Fig. 1: run 1, placement density heat map
The die is cut into 18 by 18 equal tiles; black is low, pale yellow is high, 0 to 100% covered.
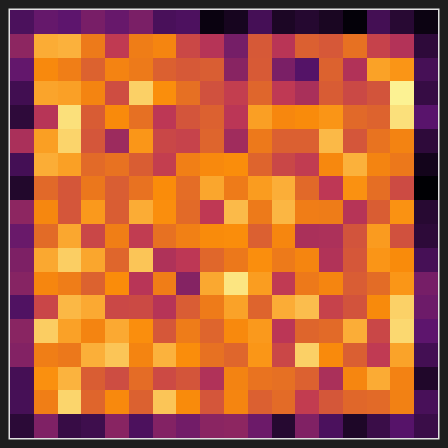
Fig. 2: run 1, sequential cells coloured by netlist name
The bar under the picture is 50 um long.
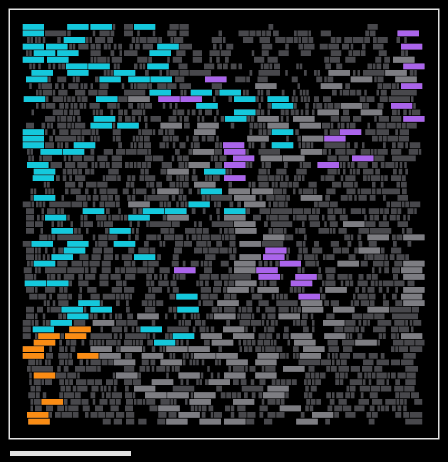
Fig. 3: run 1, routing congestion
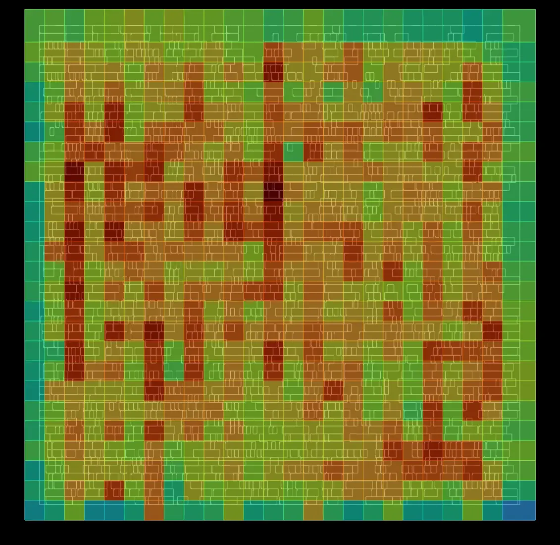
Fig. 4: run 1, placed cells, one colour a class
The bar under the picture is 50 um long. Fill, decap, tap and diode cells in grey.
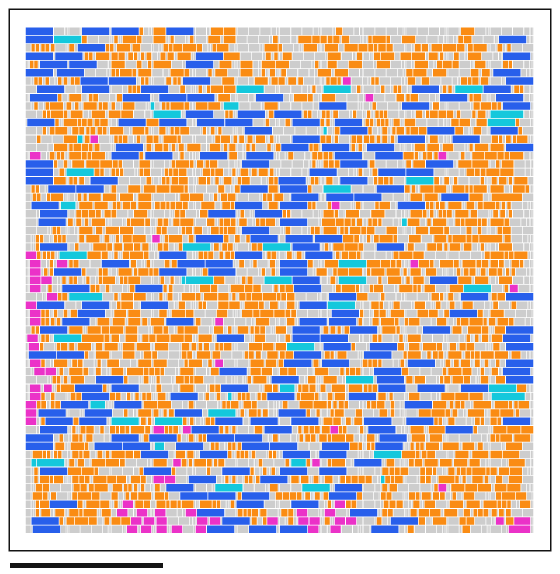
## config.mk

```make
export PLATFORM = sky130hd
export DESIGN_NAME = disp_median3x3
export DESIGN_NICKNAME = d
export VERILOG_FILES = /design/src/rtl/disp_median3x3_pkg.sv /design/src/rtl/median_sort3.sv /design/src/rtl/disp_median3x3.sv
export SDC_FILE = /design/constraint.sdc
export NUM_CORES = 1
export LEC_CHECK = 0
export CORE_MARGIN = 5
export CORE_UTILIZATION = 60
export CTS_CLUSTER_DIAMETER = 150
export DETAILED_ROUTE_END_ITERATION = 10
export PLACE_DENSITY_LB_ADDON = 0.05
export SETUP_SLACK_MARGIN = 0.02
export SYNTH_ARGS = -nofsm -noshare
export SYNTH_HDL_FRONTEND = slang
export SYNTH_SLANG_ARGS = --single-unit
```

## constraint.sdc

```tcl
create_clock -name clk -period 6.8 [get_ports clk]
set_input_delay 1.36 -clock clk [delete_from_list [all_inputs] [get_ports clk]]
set_output_delay 1.36 -clock clk [all_outputs]
set_load 0.02 [all_outputs]
```

## src/rtl/disp_median3x3_pkg.sv

```systemverilog
// Shared constants for the 3x3 disparity median filter.
package disp_median3x3_pkg;

   localparam int unsigned DWIDTH_DEF  = 9;
   localparam int unsigned AWIDTH_DEF  = 11;
   localparam int unsigned MED_LAT     = 4;
   localparam int unsigned BYPASS_COLS = 2;

endpackage

```

## src/rtl/median_sort3.sv

```systemverilog
// Combinational 3-input sorter; ties keep input order so outputs are always input values.
module median_sort3 #(
   parameter int unsigned W = 9
) (
   input  logic [W-1:0] a_i,
   input  logic [W-1:0] b_i,
   input  logic [W-1:0] c_i,
   output logic [W-1:0] min_o,
   output logic [W-1:0] med_o,
   output logic [W-1:0] max_o
);

   logic [W-1:0] lo_ab;
   logic [W-1:0] hi_ab;
   logic [W-1:0] lo_hc;

   // med = max(min(a,b), min(max(a,b), c))
   always_comb begin
      lo_ab = (a_i <= b_i) ? a_i : b_i;
      hi_ab = (a_i <= b_i) ? b_i : a_i;
      lo_hc = (hi_ab <= c_i) ? hi_ab : c_i;
      min_o = (lo_ab <= c_i) ? lo_ab : c_i;
      max_o = (hi_ab <= c_i) ? c_i : hi_ab;
      med_o = (lo_ab <= lo_hc) ? lo_hc : lo_ab;
   end

endmodule

```

## src/rtl/disp_median3x3.sv

```systemverilog
// 3x3 median filter over a sliding column window; first two columns of a line bypass row1.
module disp_median3x3
   import disp_median3x3_pkg::*;
#(
   parameter int unsigned DWIDTH = DWIDTH_DEF,
   parameter int unsigned AWIDTH = AWIDTH_DEF
) (
   input  logic              clk,
   input  logic              rst,
   input  logic              clken,
   input  logic [AWIDTH-1:0] width,
   input  logic              in_valid,
   input  logic [DWIDTH-1:0] row0,
   input  logic [DWIDTH-1:0] row1,
   input  logic [DWIDTH-1:0] row2,
   output logic [DWIDTH-1:0] dout,
   output logic              valid
);

   localparam int unsigned NSTG = MED_LAT;

   typedef logic [DWIDTH-1:0] pix_t;
   typedef pix_t [2:0]        trio_t;

   logic              accept_c;
   logic              bypass_c;
   logic [AWIDTH-1:0] col_q, col_d;
   trio_t [2:0]       win_q;          // [column][row], column 0 oldest
   logic [NSTG-1:0]   vld_q;
   logic [NSTG-2:0]   byp_q;
   trio_t             mins_q, meds_q, maxs_q;
   pix_t              pix2_q, pix3_q;
   pix_t              lo3_q, mid3_q, hi3_q, dout_q;
   trio_t             s2_mn_c, s2_md_c, s2_mx_c;
   trio_t [2:0]       s3_in_c;
   trio_t             s3_mn_c, s3_md_c, s3_mx_c;
   pix_t              s4_mn_c, s4_md_c, s4_mx_c;
   logic              sort_unused;

   assign accept_c = clken & in_valid;
   assign bypass_c = (col_q < AWIDTH'(BYPASS_COLS)) || (width <= AWIDTH'(BYPASS_COLS));

   always_comb begin
      col_d = col_q + AWIDTH'(1);
      if (col_q >= width - AWIDTH'(1)) col_d = '0;
   end

   // S2: sort each window column; S3: max of mins, med of meds, min of maxes; S4: final median
   assign s3_in_c = {maxs_q, meds_q, mins_q};

   for (genvar k = 0; k < 3; k++) begin : g_sort
      median_sort3 #(.W(DWIDTH)) u_col (
         .a_i(win_q[k][0]), .b_i(win_q[k][1]), .c_i(win_q[k][2]),
         .min_o(s2_mn_c[k]), .med_o(s2_md_c[k]), .max_o(s2_mx_c[k])
      );
      median_sort3 #(.W(DWIDTH)) u_mix (
         .a_i(s3_in_c[k][0]), .b_i(s3_in_c[k][1]), .c_i(s3_in_c[k][2]),
         .min_o(s3_mn_c[k]), .med_o(s3_md_c[k]), .max_o(s3_mx_c[k])
      );
   end

   median_sort3 #(.W(DWIDTH)) u_final (
      .a_i(lo3_q), .b_i(mid3_q), .c_i(hi3_q),
      .min_o(s4_mn_c), .med_o(s4_md_c), .max_o(s4_mx_c)
   );

   assign sort_unused = ^{s3_mn_c[1:0], s3_md_c[2], s3_md_c[0], s3_mx_c[2:1], s4_mn_c, s4_mx_c};

   // Flags shift every enabled edge; data stages load only behind a valid token
   always_ff @(posedge clk or negedge rst) begin
      if (!rst) begin
         col_q  <= '0;
         win_q  <= '0;
         vld_q  <= '0;
         byp_q  <= '0;
         mins_q <= '0;
         meds_q <= '0;
         maxs_q <= '0;
         pix2_q <= '0;
         pix3_q <= '0;
         lo3_q  <= '0;
         mid3_q <= '0;
         hi3_q  <= '0;
         dout_q <= '0;
      end else if (clken) begin
         vld_q <= {vld_q[NSTG-2:0], in_valid};
         byp_q <= {byp_q[NSTG-3:0], bypass_c};
         if (accept_c) begin
            win_q <= {{row2, row1, row0}, win_q[2], win_q[1]};
            col_q <= col_d;
         end
         if (vld_q[0]) begin
            mins_q <= s2_mn_c;
            meds_q <= s2_md_c;
            maxs_q <= s2_mx_c;
            pix2_q <= win_q[2][1];
         end
         if (vld_q[1]) begin
            lo3_q  <= s3_mx_c[0];
            mid3_q <= s3_md_c[1];
            hi3_q  <= s3_mn_c[2];
            pix3_q <= pix2_q;
         end
         if (vld_q[2]) dout_q <= byp_q[2] ? pix3_q : s4_md_c;
      end
   end

   assign dout  = dout_q;
   assign valid = vld_q[NSTG-1];

endmodule

```

==> results.json, run 1 <==
{
  "clock_sinks": 234,
  "die_y_um": 177,
  "drt_iter0_drc": 1285,
  "clk_pin_slew_ps": 60,
  "warnings": 29,
  "ys_seq_frac": 0.350,
  "fmax_mhz": 168,
  "top_cell_area_share": 0.350,
  "start_kind": "flip-flop",
  "power.leakage_uw": 0.00872,
  "setup_tns_ps": 0,
  "yosys_area_um2": 16700,
  "crit_buf_inv": 2,
  "post_cts_resized": 0,
  "io_buffers": 51,
  "critical_path.cell_chain": "inv_1, ha_1, nor2b_1, o211ai_1, a21oi_1, o21ai_1, buf_4, mux2_2, ha_1, a2111oi_0, nand4_1, nand3_1, nor2_1, or2_2, ha_1, a2111oi_0, and3_1, o21ai_0, o311ai_1, nand2_1, o31ai_1",
  "hold_start": "pix3_q[7]$_DFFE_PN0P_",
  "fill_cells": 2318,
  "critPathRequiredTime_ps": 7240,
  "hold_viol_final": 0,
  "period_used_share": 0.875,
  "grt_pass1_wl_um": 76800,
  "track_usage": 0.310,
  "crit_path_end_kind": "flip-flop",
  "critPathLaunch": "win_q[37]$_DFFE_PN0P_",
  "cts_tree": "yes",
  "rsz0062_at_grt": "false",
  "cp_common_cell": "ha_1",
  "area_leaders": "dfrtp_1 35%, ha_1 16%, nand2_1 6.3%",
  "io_pins": 52,
  "register_area_um2": 5860,
  "setup_viol": 0,
  "num_vias": 14200,
  "dp_cells": 2255,
  "ys_warn_count": 0,
  "edf_count": 0,
  "drc_errors": 0,
  "synth_cell_types": 70,
  "antenna_cells": 0,
  "fp_util": 0.605,
  "r2r_slack_ps": 850,
  "syn_to_final_growth_pct": 10.4,
  "clock-skew-final_ps": 25.5,
  "cts_buffers": 28,
  "min_path_type": "flip-flop to flip-flop",
  "final_cell_mix": "280 x nand2_1, 234 x dfrtp_1, 212 x ha_1, 184 x o21ai_0, 158 x inv_1",
  "postCtsHoldBufs": 0,
  "reg2reg_from": "win_q[37]$_DFFE_PN0P_",
  "drv_cap": 0,
  "path_class": "flip-flop to flip-flop",
  "slowest_stage": "nand3_1",
  "outcome": "finished clean",
  "synth_area_um2": 16700,
  "drive_above_1_share": 0.0931
}
## Picture notes: Fig. 1
22% of the tiles are over 75% full. The mean over all tiles is 57%. The fullest tile reaches 97%.

## Picture notes: Fig. 2
Key: cyan = win_q [placed flops 81]; orange = col_q [placed flops 11, where lower left]; purple = mins_q [placed flops 27]
sequential power: 2360 uW
Seq area share: 0.317

## Picture notes: Fig. 3
drt wl/cell: 21.2 um
met1 Track Usage GR: 0.462

## Picture notes: Fig. 4
Key: magenta = remaining buffers and delay cells [cells 69, share of their area 3.7%]; blue = registers [cells 234, share of their area 33%]; orange = remaining logic cells [cells 1574, share of their area 59%]; cyan = clock drivers and dummy loads [cells 46, share of their area 5.2%]
Final Core Density: 0.668
row cnt: 61
design area: 18500 um^2
Core Area: 27600 um^2

[run 1: where the power goes]
part           switching [uW]  internal [uW]
clock network             587            936
registers                 524           1830
logic                    4000           2960
[run 1: metal layers]
| layer | global-route usage | up-vias | wire (um) |
|---|---|---|---|
| met2 | 0.483 | 506 | 21600 |
| li1 | - | 6751 | - |
| met1 | 0.462 | 6888 | 22500 |
| met4 | 0.0819 | 2 | 1390 |
| met5 | 0 | - | 12 |
| met3 | 0.0382 | 87 | 3330 |
[run 1: layout make-up]
type | instances | area share
multi-input combinational | 1415 | 0.539
tap | 378 | 0.0256
timing repair buffer | 69 | 0.0359
clock buffer | 39 | 0.0441
clock inverter | 7 | 0.00617
inverter | 159 | 0.0323
sequential | 234 | 0.317
[run 1: metrics by stage]
stage,area [um^2],util,power [uW],hold WS (ps)
floorplan,16700,-,7320,437
global placement,17500,0.635,8930,457
detailed placement,17500,0.635,9130,458
CTS,18500,0.668,10700,472
global route,18500,0.668,11700,489
finish,18500,0.668,10800,468
[run 1: state kept, by name, summed over array words and instances (netlist names), 9 cells and up]
signal  count
col_q      11
dout        9
hi3_q       9
lo3_q       9
maxs_q     27
meds_q     27
mid3_q      9
mins_q     27
pix2_q      9
pix3_q      9
win_q      81
[run 1: logic make-up after synthesis]
logic type / share of synthesized area
AOI/OAI and AO/OA: 0.174
DFF: 0.350
muxes: 0.0950
xor gates and xnor gates: 0.00890
adders and majority gates: 0.159
buffers and inverters: 0.0562
and+or+nand+nor: 0.157
[run 1: cells in the mapped netlist, types with 26 or more instances]
cell / n
nand2_1: 281
dfrtp_1: 234
ha_1: 212
o21ai_0: 185
inv_1: 158
nor2_1: 97
mux2_2: 78
a21oi_1: 65
nand3_1: 62
mux2i_1: 56
clkbuf_1: 51
nand4_1: 31
a22oi_1: 26
==> run 1 -> run 2 <==
--- a/config.mk
+++ b/config.mk
@@ -5,6 +5,7 @@
 export SDC_FILE = /design/constraint.sdc
 export NUM_CORES = 1
 export LEC_CHECK = 0
+export ABC_AREA = 0
 export CORE_MARGIN = 5
 export CORE_UTILIZATION = 60
 export CTS_CLUSTER_DIAMETER = 150
==> run 2 against run 1 <==
Against the previous run:
- synthesized area unchanged
- sequential power about the same
- core utilization unchanged
- clock skew unchanged
- worst hold slack unchanged
- first-iteration DRC count unchanged
- routed wire length unchanged
- combinational power about the same
- highest routed layer unchanged
==> results.json, run 2 <==
{
  "r2r_slack_ps": 850,
  "grt_pass1_wl_um": 76800,
  "reg2reg_from": "win_q[37]$_DFFE_PN0P_",
  "drt-wirelength-per-cell_um": 21.2,
  "largest_reg_flops": 81,
  "fmax_mhz": 168,
  "reg2reg_to": "meds_q[10]$_DFFE_PN0P_",
  "ys_warn_count": 0,
  "synth_cell_types": 70,
  "crit_buf_inv": 2,
  "top_cell_area_share": 0.350,
  "yosysMostFrequentCell": "nand2_1",
  "grt_max_degree": 164,
  "critPathLaunch": "win_q[37]$_DFFE_PN0P_",
  "warnings": 29,
  "fp_util": 0.605,
  "crit_path_end_kind": "flip-flop",
  "top_register": "win_q",
  "setup_tns_ps": 0,
  "drive_above_1_share": 0.0931,
  "yosys_area_um2": 16700,
  "final_cell_mix": "280 x nand2_1, 234 x dfrtp_1, 212 x ha_1, 184 x o21ai_0, 158 x inv_1",
  "cp_common_cell": "ha_1",
  "io_buffers": 51,
  "post_cts_resized": 0,
  "antenna_cells": 0,
  "cts_setup_buffers": 0,
  "async_flop_share": 1.00,
  "drt_iter0_drc": 1285,
  "hold_viol_final": 0,
  "rows": 61,
  "path_class": "flip-flop to flip-flop",
  "cts_tree": "yes",
  "setup_viol": 0,
  "clock_sinks": 234,
  "synth_area_um2": 16700,
  "coreArea_um2": 27600,
  "min_path_type": "flip-flop to flip-flop",
  "clock-skew-final_ps": 25.5,
  "track_usage": 0.310,
  "ys_seq_frac": 0.350,
  "rsz0062_at_grt": "false",
  "drv_cap": 0,
  "critical_path.cell_chain": "inv_1, ha_1, nor2b_1, o211ai_1, a21oi_1, o21ai_1, buf_4, mux2_2, ha_1, a2111oi_0, nand4_1, nand3_1, nor2_1, or2_2, ha_1, a2111oi_0, and3_1, o21ai_0, o311ai_1, nand2_1, o31ai_1",
  "postCtsHoldBufs": 0,
  "num_vias": 14200,
  "die_y_um": 177,
  "power.leakage_uw": 0.00872,
  "period_used_share": 0.875,
  "syn_to_final_growth_pct": 10.4,
  "critPathRequiredTime_ps": 7240,
  "edf_count": 0,
  "fin_util": 0.668,
  "clk_pin_slew_ps": 60,
  "start_kind": "flip-flop",
  "top_cells_by_count": "281 x nand2_1, 234 x dfrtp_1, 212 x ha_1, 185 x o21ai_0, 158 x inv_1",
  "slowest_stage": "nand3_1",
  "hold_start": "pix3_q[7]$_DFFE_PN0P_",
  "io_pins": 52,
  "cts_buffers": 28,
  "area_leaders": "dfrtp_1 35%, ha_1 16%, nand2_1 6.3%",
  "outcome": "finished clean",
  "drc_errors": 0
}
==> run 2: per-layer routing <==
layer / GRT usage / vias up / routed length (um)
met5: 0 / - / 12
met4: 0.0819 / 2 / 1390
met3: 0.0382 / 87 / 3330
met2: 0.483 / 506 / 21600
met1: 0.462 / 6888 / 22500
li1: - / 6751 / -
==> run 2: worst max path at each step <==
stage	to	depth (start not counted)	slack (ps)
floorplan	meds_q[10]$_DFFE_PN0P_	21	1750
global placement	mid3_q[2]$_DFFE_PN0P_	22	1080
detailed placement	meds_q[10]$_DFFE_PN0P_	20	1050
CTS	meds_q[10]$_DFFE_PN0P_	21	960
global route	meds_q[10]$_DFFE_PN0P_	21	490
finish	meds_q[10]$_DFFE_PN0P_	21	850
==> run 2: cell type report <==
type / count / area (um^2)
Fill cell: 2318 / 9170
Inverter: 159 / 597
Tap cell: 378 / 473
Timing Repair Buffer: 69 / 663
Clock inverter: 7 / 114
Sequential cell: 234 / 5860
Multi-Input combinational cell: 1415 / 9940
Clock buffer: 39 / 813
==> run 2: per-stage QoR <==
stage / hold slack [ps] / power (uW) / cell area, um^2 / instances
CTS: 472 / 10700 / 18500 / 2301
finish: 468 / 10800 / 18500 / 2301
global route: 489 / 11700 / 18500 / 2301
global placement: 457 / 8930 / 17500 / 2255
detailed placement: 458 / 9130 / 17500 / 2255
floorplan: 437 / 7320 / 16700 / 1884
==> run 2: power breakdown <==
group	leakage, uW	switching [uW]	internal, uW
Sequential	0.00296	524	1830
Clock	0.000457	587	936
Combinational	0.00530	4000	2960
==> run 2: logic make-up (layout without fill, tap and decap cells) <==
logic type	after synthesis	count (layout)	share of synthesized area
simple gates	586	586	0.157
compound gates	456	456	0.174
buf+inv	235	274	0.0562
flops	234	234	0.350
fa+ha+maj	212	212	0.159
mux	144	144	0.0950
xor+xnor	17	17	0.00890
Fig. 5: run 2, signal wires by layer
The bar under the picture is 50 um long. Only two layers are drawn.
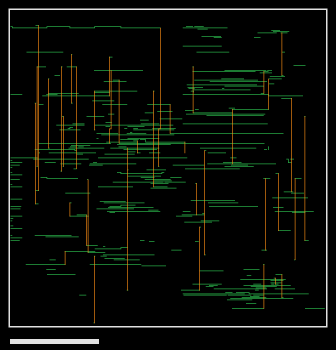
Key: orange = M4 [wire length 1390 um]; green = M3 [wire length 3330 um]

Power figures rest on the tool's default switching activity, not on a simulated workload.
